### Placement view, run 1

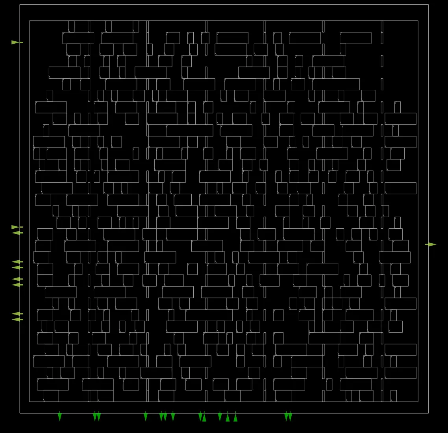
### Where the registers sit, run 1

Other sequential cells in the stronger gray, the rest of the logic in the fainter gray.
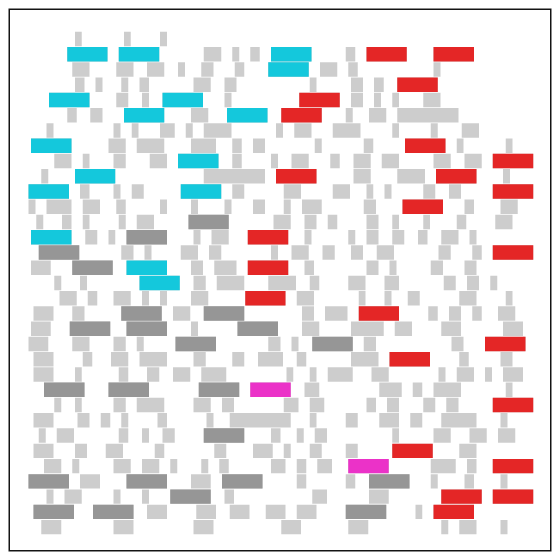
### Metal 2, run 1

The bar under the picture is 20 um long.
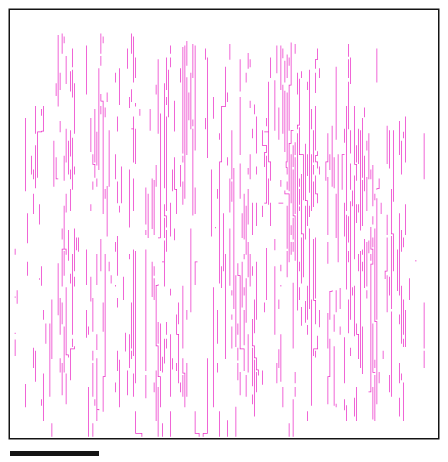
### Wires at chosen ports, followed through buffers, run 1

The bar under the picture is 20 um long.
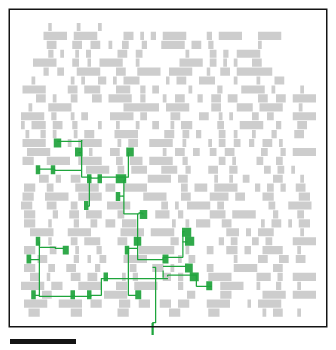
<file path="src/rtl/cpu_step_ctrl.sv">
// CPU step/run clock-enable controller.
// Debounced step button, free-run divider, halt handling.
module cpu_step_ctrl #(
  parameter int unsigned DEBOUNCE_CYCLES = 50000,
  parameter int unsigned RUN_DIV         = 12000000
) (
  input  logic        clk,
  input  logic        rst,
  input  logic        mode,
  input  logic        n_step,
  input  logic        halt,
  output logic        cpu_en,
  output logic        running,
  output logic        halted,
  output logic [15:0] step_count
);

  localparam int DBW = $clog2(DEBOUNCE_CYCLES + 1);
  localparam logic [DBW-1:0] DB_LAST = DBW'(DEBOUNCE_CYCLES - 1);
  localparam logic [23:0] DIV_LAST = 24'(RUN_DIV - 1);

  typedef enum logic [1:0] {
    S_STEP_WAIT,
    S_STEP_PULSE,
    S_RUN,
    S_HALTED
  } state_t;

  logic           r_sync1;
  logic           r_sync2;
  logic           r_db_lvl;
  logic [DBW-1:0] r_db_cnt;
  logic           r_press;
  state_t         r_state;
  state_t         w_next;
  logic [23:0]    r_div;
  logic [23:0]    w_div_next;
  logic           w_en_next;
  logic           r_cpu_en;
  logic           r_running;
  logic           r_halted;
  logic [15:0]    r_step_cnt;

  // Press fires only on a debounced 1->0 edge.
  always_ff @(posedge clk) begin
    if (rst) begin
      r_sync1  <= 1'b1;
      r_sync2  <= 1'b1;
      r_db_lvl <= 1'b1;
      r_db_cnt <= '0;
      r_press  <= 1'b0;
    end else begin
      r_sync1 <= n_step;
      r_sync2 <= r_sync1;
      r_press <= 1'b0;
      if (r_sync2 != r_db_lvl) begin
        if (r_db_cnt == DB_LAST) begin
          r_db_lvl <= r_sync2;
          r_db_cnt <= '0;
          r_press  <= ~r_sync2;
        end else begin
          r_db_cnt <= r_db_cnt + 1'b1;
        end
      end else begin
        r_db_cnt <= '0;
      end
    end
  end

  always_comb begin
    w_next = r_state;
    unique case (r_state)
      S_STEP_WAIT: begin
        if (halt)         w_next = S_HALTED;
        else if (!mode)   w_next = S_RUN;
        else if (r_press) w_next = S_STEP_PULSE;
      end
      S_STEP_PULSE: w_next = S_STEP_WAIT;
      S_RUN: begin
        if (halt)      w_next = S_HALTED;
        else if (mode) w_next = S_STEP_WAIT;
      end
      S_HALTED: begin
        if (!halt && r_press) w_next = S_STEP_WAIT;
      end
      default: w_next = S_STEP_WAIT;
    endcase
  end

  // Divider only advances while staying in RUN; any entry starts at 0.
  always_comb begin
    w_div_next = '0;
    if (r_state == S_RUN && w_next == S_RUN) begin
      if (r_div == DIV_LAST) w_div_next = '0;
      else                   w_div_next = r_div + 24'd1;
    end
    w_en_next = (w_next == S_STEP_PULSE) ||
                (w_next == S_RUN && w_div_next == DIV_LAST);
  end

  always_ff @(posedge clk) begin
    if (rst) begin
      r_state    <= S_STEP_WAIT;
      r_div      <= '0;
      r_cpu_en   <= 1'b0;
      r_running  <= 1'b0;
      r_halted   <= 1'b0;
      r_step_cnt <= '0;
    end else begin
      r_state    <= w_next;
      r_div      <= w_div_next;
      r_cpu_en   <= w_en_next;
      r_running  <= (w_next == S_RUN);
      r_halted   <= (w_next == S_HALTED);
      r_step_cnt <= r_step_cnt + {15'd0, w_en_next};
    end
  end

  assign cpu_en     = r_cpu_en;
  assign running    = r_running;
  assign halted     = r_halted;
  assign step_count = r_step_cnt;

endmodule

</file>
<file path="config.mk">
export PLATFORM = sky130hd
export DESIGN_NAME = cpu_step_ctrl
export DESIGN_NICKNAME = d
export VERILOG_FILES = /design/src/rtl/cpu_step_ctrl.sv
export SDC_FILE = /design/constraint.sdc
export NUM_CORES = 1
export LEC_CHECK = 0
export CELL_PAD_IN_SITES_DETAIL_PLACEMENT = 2
export CELL_PAD_IN_SITES_GLOBAL_PLACEMENT = 2
export CORE_MARGIN = 2
export CORE_UTILIZATION = 35
export CTS_CLUSTER_DIAMETER = 200
export DETAILED_ROUTE_END_ITERATION = 7
export GPL_ROUTABILITY_DRIVEN = 0
export PLACE_DENSITY_LB_ADDON = 0.1
export SETUP_SLACK_MARGIN = 0.2
export SLEW_MARGIN = 5
export SYNTH_ARGS = -nofsm -noshare
export SYNTH_HDL_FRONTEND = slang
export SYNTH_SLANG_ARGS = --single-unit
</file>
<file path="constraint.sdc">
create_clock -name clk -period 4.4 [get_ports clk]
set_clock_uncertainty 0.1 [all_clocks]
set_input_delay 1.1 -clock clk [delete_from_list [all_inputs] [get_ports clk]]
set_output_delay 1.1 -clock clk [all_outputs]
set_load 0.03 [all_outputs]
</file>
==> deck_impl_summary.md, run 1 <==
Run Summary

Place
  • Placed Cells: 460
  • Placed Area: 3300 um^2

Cells and area
  • Final Instance Area: 3550 um^2
  • Top cell excl fill/tap: dfxtp_1
  • Layout cells sized above 1: 8.09%
  • Comb_multi_in: 261
  • Logic share of the area: 45.3%

Floorplan
  • Floorplan utilization: 36.3%
  • Die H: 96.3 um

Pwr
  • P_leak: 1.10 nW
  • Worst VDD drop: 145 uV
  • Tot Pwr: 1.26 mW

Timing
  • Setup ws final: 0.631 ns
  • Final setup viols: 0
  • Max-slew violation count: 0
  • Worst hold slack: 0.315 ns

Critical path
  • Worst EP arrival: 3.95 ns
  • Worst path bufs/invs: 1
  • Max incr delay on CP: 0.48 ns

Run status
  • Run status: finished clean

Route
  • Via density: 5.19
  • DRT Pass-1 Iters: 4

Run
  • Max-cap violations: 0

Synthesis
  • Seq/Total Area, Yosys: 43.6%
  • Ys flops: 65
  • Simple-Gate Fraction of Synth Area: 31.6%
  • Cells in synth_stat.txt: 342
  • Mux frac, synth: 0.713%
  • Flip-flops with a built-in enable: 0
  • Unique cell types: 46

Clock network
  • Max Root-Sink Buffers: 2
  • CTS tree: built
  • Clk pin slew, worst setup/hold paths: 0.08 ns
  • Hold buffer count at CTS: 0
  • H-tree levels: 3

Global routing
  • Number of global-route vias before repair: 2,648
  • Initial antenna violation count: 0
  • Gr ovfl total: 0
  • First-pass GRT wire length: 12.8 mm
About 'Placement view':
Seq Cell Count: 65
sequential cell area share: 36.6%
fin util: 43.2%
Non-Filler Instances: 476
Rows: 33

About 'Where the registers sit':
Magenta is `r_state`, flops 2. Cyan is `r_db_cnt`, flops 16. Red is `r_div`, flops 24.
Another 23 sequential cells are not colored.
FF+latch area: 1300 um^2
Seq. pwr: 596 uW

About 'Metal 2':
The longest straight run is 39.8 um. The layer carries 3,880 um of wire.
GR met2 Demand/Resource: 31.7%
DRT Wirelength: 7.58 mm

About 'Wires at chosen ports, followed through buffers':
Green is `rst`, bits 1, direction input, end cells 27, buffers 2, wire 261 um.
Ports: 24
PortBufs: 23

## run 1: flip-flops by register name, summed over array words and instances (netlist names)
name,flops
r_sync1,1
cpu_en,1
r_div,24
step_count,16
r_db_cnt,16
r_press,1
r_state,2
r_db_lvl,1
running,1
halted,1
r_sync2,1
## run 1: final timing paths
check | start | end | slack (ns) | depth (start not counted)
setup / recovery | mode | step_count[8] | 0.63 | 13
setup reg to reg | r_div[0] | step_count[8] | 0.77 | 13
hold reg to reg | r_sync1 | r_sync2 | 0.31 | 1
hold / removal | r_sync1 | r_sync2 | 0.31 | 1
## run 1: cells in the mapped netlist, types with 3 or more instances
library cell,count,share of area (%)
nand4_1,17,3.6
and3_1,3,0.63
nand3_1,17,2.9
buf_2,5,0.84
nand2b_1,6,1.3
inv_1,5,0.63
xnor2_1,21,6.2
nor2_1,59,7.4
and4_1,3,0.88
nor3_1,5,0.84
a21oi_1,12,2.0
clkbuf_1,5,0.63
xor2_1,26,7.6
dfxtp_1,65,44
nor4_1,7,1.5
or3_1,11,2.3
nand2_1,24,3.0
ha_1,4,1.7
or2_2,3,0.63
o21ai_0,8,1.3
nor2b_1,8,1.7
## run 1: layer usage
layer  share of wire [%]  up-vias  global-route usage (%)
li1                    -     1226                       -
met1                  46     1218                    21.4
met2                  51       22                    31.7
met3                 2.1        5                    5.25
met4                0.99        0                    4.58
met5                   0        -                       0
## run 1: power breakdown
| group | leakage (nW) | internal (mW) | switching [mW] |
|---|---|---|---|
| Sequential | 0.525 | 0.592 | 0.00414 |
| Combinational | 0.449 | 0.0112 | 0.0143 |
| Clock | 0.123 | 0.394 | 0.245 |
| Total | 1.10 | 0.997 | 0.264 |
==> inputs of run 2 (changes only) <==
TNS_END_PERCENT = 1   (was unset)
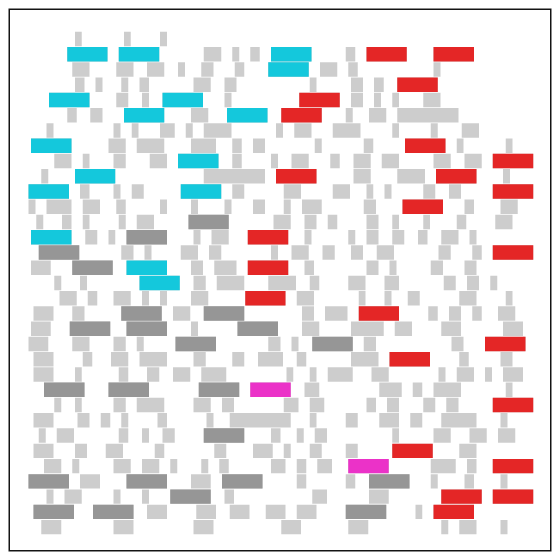
*Where the registers sit, run 2*
Other sequential cells in the stronger gray, the rest of the logic in the fainter gray.
Cyan is `r_db_cnt`, flops 16. Red is `r_div`, flops 24. Magenta is `r_state`, flops 2.
Another 23 sequential cells are not colored.

==> deck_impl_summary.md, run 2 <==
Run Summary

Pwr
  • Clk power: 639 uW (about the same)
  • P_leak: 1.10 nW (unchanged)
  • Internal power: 997 uW (unchanged)
  • Top Consumer: clock (unchanged)
  • Tot Pwr: 1.26 mW (unchanged)
  • Clock share of power: 50.7% (about the same)
  • Seq. pwr: 596 uW (about the same)
  • Switching share of power: 20.9% (unchanged)
  • Flop pwr share: 47.3% (about the same)
  • Worst VDD drop: 145 uV (unchanged)
  • Comb power frac: 2.0% (about the same)
  • Psw: 264 uW (unchanged)
  • Comb. pwr: 25.5 uW (about the same)

Route
  • Top sig layer: met4 (unchanged)
  • Met3 wire len: 158 um (unchanged)
  • DRT Pass-1 Iters: 4 (unchanged)
  • Via density: 5.19 (unchanged)
  • DRT Wirelength: 7.58 mm (unchanged)
  • M1 wire length: 3.47 mm (unchanged)

Place
  • Placed Cells: 460 (unchanged)
  • PortBufs: 23 (unchanged)

Critical path
  • Number of cells on the worst reg-to-reg path: 13 (unchanged)
  • Max incr delay on CP: 0.48 ns (about the same)
  • CP Capture Type: flip-flop (unchanged)
  • R2R Path Start: r_div[0] (unchanged)
  • Worst EP arrival: 3.95 ns (about the same)
  • CP startpoint: mode (unchanged)
  • Reg2reg setup slack: 0.77 ns (about the same)
  • Crit Reg-Reg Endpoint: step_count[8] (unchanged)

Timing
  • Setup ws final: 0.631 ns (unchanged)
  • Max-slew violation count: 0 (unchanged)
  • Unrepaired setup endpoints after global routing: false (unchanged)
  • Final setup viols: 0 (unchanged)
  • Worst-margin pin slew: 1.01 ns (unchanged)

Synthesis
  • Post-synth top cells: dfxtp_1 (65), nor2_1 (59), xor2_1 (26), nand2_1 (24), xnor2_1 (21) (unchanged)
  • Syn avg cell area: 8.72 um^2 (unchanged)
  • Yosys stat chip area: 2980 um^2 (unchanged)
  • Unique cell types: 46 (unchanged)
  • Cells in synth_stat.txt: 342 (unchanged)
  • Yosys top cell by area: dfxtp_1 (unchanged)
  • Synth top cell by count: dfxtp_1 (unchanged)
  • Top-area cell share: 43.6% (unchanged)
  • Top cells by area: dfxtp_1 (44%), xor2_1 (7.6%), nor2_1 (7.4%) (unchanged)
  • Flip-flops with a built-in enable: 0 (unchanged)
  • Seq/Total Area, Yosys: 43.6% (unchanged)

Cells and area
  • Non-Filler Instances: 476 (unchanged)
  • Register with the most flip-flops: r_div (unchanged)
  • Top cell excl fill/tap: dfxtp_1 (unchanged)
  • Layout cells sized above 1: 8.09% (unchanged)
  • Max reg flops: 24 (unchanged)

Floorplan
  • Ports: 24 (unchanged)
  • Die H: 96.3 um (unchanged)

Global routing
  • Number of global-route vias before repair: 2,648 (unchanged)
  • First-pass GRT wire length: 12.8 mm (unchanged)
  • Gr ovfl total: 0 (unchanged)
  • Initial antenna violation count: 0 (unchanged)

Run status
  • Run status: finished clean (unchanged)

Min path
  • Hold Path Origin: r_sync1 (unchanged)
  • Worst Hold Path EP: r_sync2 (unchanged)

Clock network
  • Hold buffer count at CTS: 0 (unchanged)
  • CTS tree: built (unchanged)
  • Clk pin slew, worst setup/hold paths: 0.08 ns (about the same)
  • Max Root-Sink Buffers: 2 (unchanged)
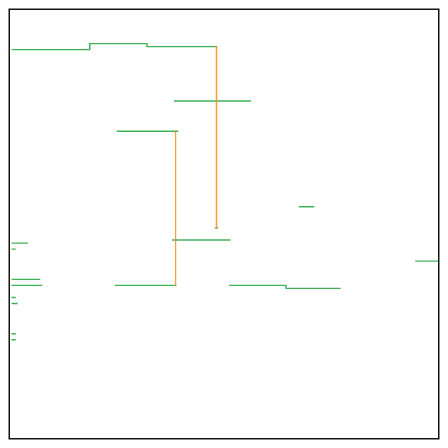
*Metal layers overlaid, run 2*
Two of the layers only.
Orange is met4, wire length 75.5 um. Green is met3, wire length 158 um.
drt wl/cell: 15.9 um
overall routing resource usage: 18.0%
vias: 2,471

==> run 2: stage by stage <==
| step | utilization, % | hold WS [ns] | area, um^2 |
|---|---|---|---|
| 2_1_floorplan | - | 0.289 | 2980 |
| 3_3_place_gp | 40.2 | 0.295 | 3300 |
| 3_5_place_dp | 40.2 | 0.300 | 3300 |
| 4_1_cts | 43.2 | 0.320 | 3550 |
| 5_1_grt | 43.2 | 0.335 | 3550 |
| 6_report | 43.2 | 0.315 | 3550 |
==> run 2: final cells by class <==
type	instances	area (um^2)
inverter	5	18.8
timing repair buffer	24	238
clock inverter	6	115
clock buffer	10	138
multi-input combinational	261	1610
sequential	65	1300
fill	933	4660
tap	105	131
==> run 2: worst max-delay path by stage <==
| stage | to | slack (ns) | cells past startpoint |
|---|---|---|---|
| global placement | step_count[8] | 0.37 | 13 |
| detailed placement | step_count[8] | 0.27 | 13 |
| finish | step_count[8] | 0.63 | 13 |
| global route | step_count[8] | 0.42 | 13 |
| CTS | step_count[8] | 0.64 | 13 |
| floorplan | step_count[15] | 1.05 | 12 |
==> run 2: cell families (layout without fill, tap and decap cells) <==
kind of cell	Yosys count	in the layout	synth area share [%]
AND/OR/NAND/NOR	179	179	31.6
flip-flops	65	65	43.6
XOR/XNOR	47	47	13.8
AND-OR/OR-AND	29	29	6.17
buffers and inverters	16	45	2.35
adder cells (fa/ha/maj)	4	4	1.68
multiplexers	2	2	0.713
==> run 2: routing by layer <==
metal,vias to the layer above,track usage [%]
met1,1218,21.4
met2,22,31.7
li1,1226,-
met5,-,0
met4,0,4.58
met3,5,5.25
==> inputs of run 3 (changes only) <==
CORE_MARGIN = unset   (was 2)
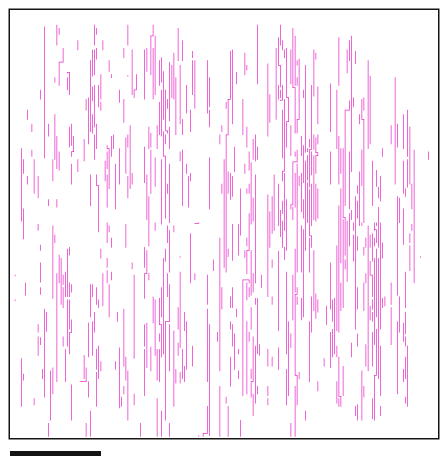
*Metal 2, run 3*
The bar under the picture is 20 um long.
The layer holds 51% of the routed length. The layer carries 3,730 um of wire.

==> deck_impl_summary.md, run 3 <==
Run Summary

Run status
  • Run status: finished clean (unchanged)

Synthesis
  • Syn avg cell area: 8.72 um^2 (unchanged)
  • Yosys top cell by area: dfxtp_1 (unchanged)
  • Top cells by area: dfxtp_1 (44%), xor2_1 (7.6%), nor2_1 (7.4%) (unchanged)
  • Flip-flops with a built-in enable: 0 (unchanged)
  • Yosys stat chip area: 2980 um^2 (unchanged)
  • Post-synth top cells: dfxtp_1 (65), nor2_1 (59), xor2_1 (26), nand2_1 (24), xnor2_1 (21) (unchanged)
  • Top-area cell share: 43.6% (unchanged)
  • Synth top cell by count: dfxtp_1 (unchanged)
  • Seq/Total Area, Yosys: 43.6% (unchanged)
  • Ys flops: 65 (unchanged)
  • Cells in synth_stat.txt: 342 (unchanged)

Cells and area
  • Top cell excl fill/tap: dfxtp_1 (unchanged)
  • Area grow syn2layout: 17.2% (was 19.1%)
  • Fin util: 42.5% (was 43.2%)
  • Non-Filler Instances: 476 (unchanged)
  • Register with the most flip-flops: r_div (unchanged)
  • Fill count: 945 (was 933)
  • Layout cells sized above 1: 7.82% (was 8.09%)

Route
  • Met3 wire len: 176 um (was 158 um)
  • Top sig layer: met4 (unchanged)
  • Vias: 2,511 (was 2,471)
  • Remaining DRCs: 0 (unchanged)
  • DRT Wirelength: 7.37 mm (was 7.58 mm)
  • DRT Pass-1 Iters: 4 (unchanged)
  • M1 wire length: 3.31 mm (was 3.47 mm)
  • Drt wl/cell: 15.5 um (was 15.9 um)

Clock network
  • H-tree levels: 3 (unchanged)
  • Total CTS buffers: 9 (unchanged)
  • Max Root-Sink Buffers: 2 (unchanged)
  • CTS tree: built (unchanged)
  • Clk pin slew, worst setup/hold paths: 0.07 ns (was 0.08 ns)

Timing
  • Max-slew violation count: 0 (unchanged)
  • Worst-margin pin slew: 0.992 ns (was 1.01 ns)
  • Setup ws final: 0.573 ns (was 0.631 ns)
  • Worst hold slack: 0.321 ns (was 0.315 ns)
  • Final setup viols: 0 (unchanged)
  • Unrepaired setup endpoints after global routing: false (unchanged)

Place
  • Placed Cells: 460 (unchanged)
  • Placed Area: 3300 um^2 (unchanged)
  • PortBufs: 23 (unchanged)

Critical path
  • Slowest-stage cell, CP: clkdlybuf4s50_1 (unchanged)
  • Worst EP arrival: 4.01 ns (was 3.95 ns)
  • Max incr delay on CP: 0.47 ns (was 0.48 ns)
  • CP Capture Type: flip-flop (unchanged)

Floorplan
  • Die H: 94.3 um (was 96.3 um)
  • Floorplan utilization: 36.3% (unchanged)
  • Ports: 24 (unchanged)

Global routing
  • Overall routing resource usage: 18.8% (was 18.0%)
  • Gr ovfl total: 0 (unchanged)
  • Initial antenna violation count: 0 (unchanged)
  • First-pass GRT wire length: 12.8 mm (about the same)
  • Number of global-route vias before repair: 2,712 (was 2,648)

Pwr
  • Worst VDD drop: 164 uV (was 145 uV)
  • Comb power frac: 2.3% (was 2.0%)
  • Flop pwr share: 52.8% (was 47.3%)
  • Psw: 252 uW (was 264 uW)
  • Tot Pwr: 1.13 mW (was 1.26 mW)
  • Switching share of power: 22.3% (was 20.9%)
  • P_leak: 1.07 nW (was 1.10 nW)

Run
  • Max-cap violations: 0 (unchanged)
  • Tool warnings: 26 (unchanged)
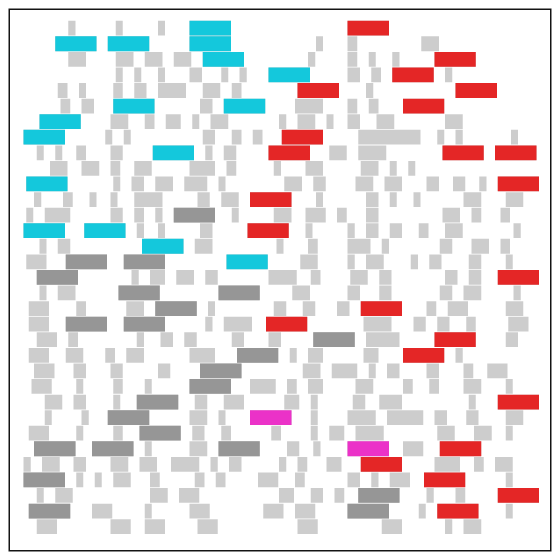
*Where the registers sit, run 3*
Other sequential cells in the stronger gray, the rest of the logic in the fainter gray.
Red is `r_div`, flops 24. Magenta is `r_state`, flops 2. Cyan is `r_db_cnt`, flops 16.
Another 23 sequential cells are not colored.

-- run 3: cell counts after synthesis --
No cell type changed its count.
-- run 3: area by class of cell --
cell class                      count  area (um^2)  share of cell area [%]
Sequential cell                    65         1300                    37.2
Clock buffer                       11          141                    4.04
Timing Repair Buffer               24          238                    6.80
Tap cell                          105          131                    3.76
Multi-Input combinational cell    261         1610                    46.1
Inverter                            5         18.8                   0.537
Clock inverter                      5         55.1                    1.57
-- run 3: per-layer routing --
metal / up-vias / track usage (%)
li1: 1229 / -
met1: 1239 / 21.8
met2: 30 / 32.4
met3: 13 / 4.29
met4: 0 / 9.23
met5: - / 0
-- run 3: power by group through the flow --
stage | clock network [mW] | logic (mW) | registers, mW
final | 0.508 | 0.0255 | 0.596
after global routing | 0.556 | 0.0284 | 0.597
after CTS | 0.527 | 0.0263 | 0.596
after detailed placement | 0 | 0.0261 | 0.610
after global placement | 0 | 0.0257 | 0.610
after floorplan | 0 | 0.0137 | 0.611
-- run 3: final timing paths --
kind,start,endpoint,slack [ns],cells past startpoint
worst max-delay path,mode,step_count[8],0.57,13
worst min-delay path,r_sync1,r_sync2,0.32,1
worst max register to register,r_div[0],step_count[8],0.78,13
worst min register to register,r_sync1,r_sync2,0.32,1
-- run 3: logic make-up after synthesis --
logic type,Yosys count,synth area share (%)
AND/OR/NAND/NOR,179,31.6
multiplexers,2,0.713
buffers and inverters,16,2.35
AND-OR/OR-AND,29,6.17
XOR/XNOR,47,13.8
adder cells (fa/ha/maj),4,1.68
flip-flops,65,43.6
-- run 3: critical path: cells and delay by family --
family / cells / cell delay (ns)
simple gates: 7 / 1.39
fa+ha+maj: 2 / 0.40
buf+inv: 1 / 0.47
compound gates: 3 / 0.65
Power is estimated from default activity; no workload was simulated.
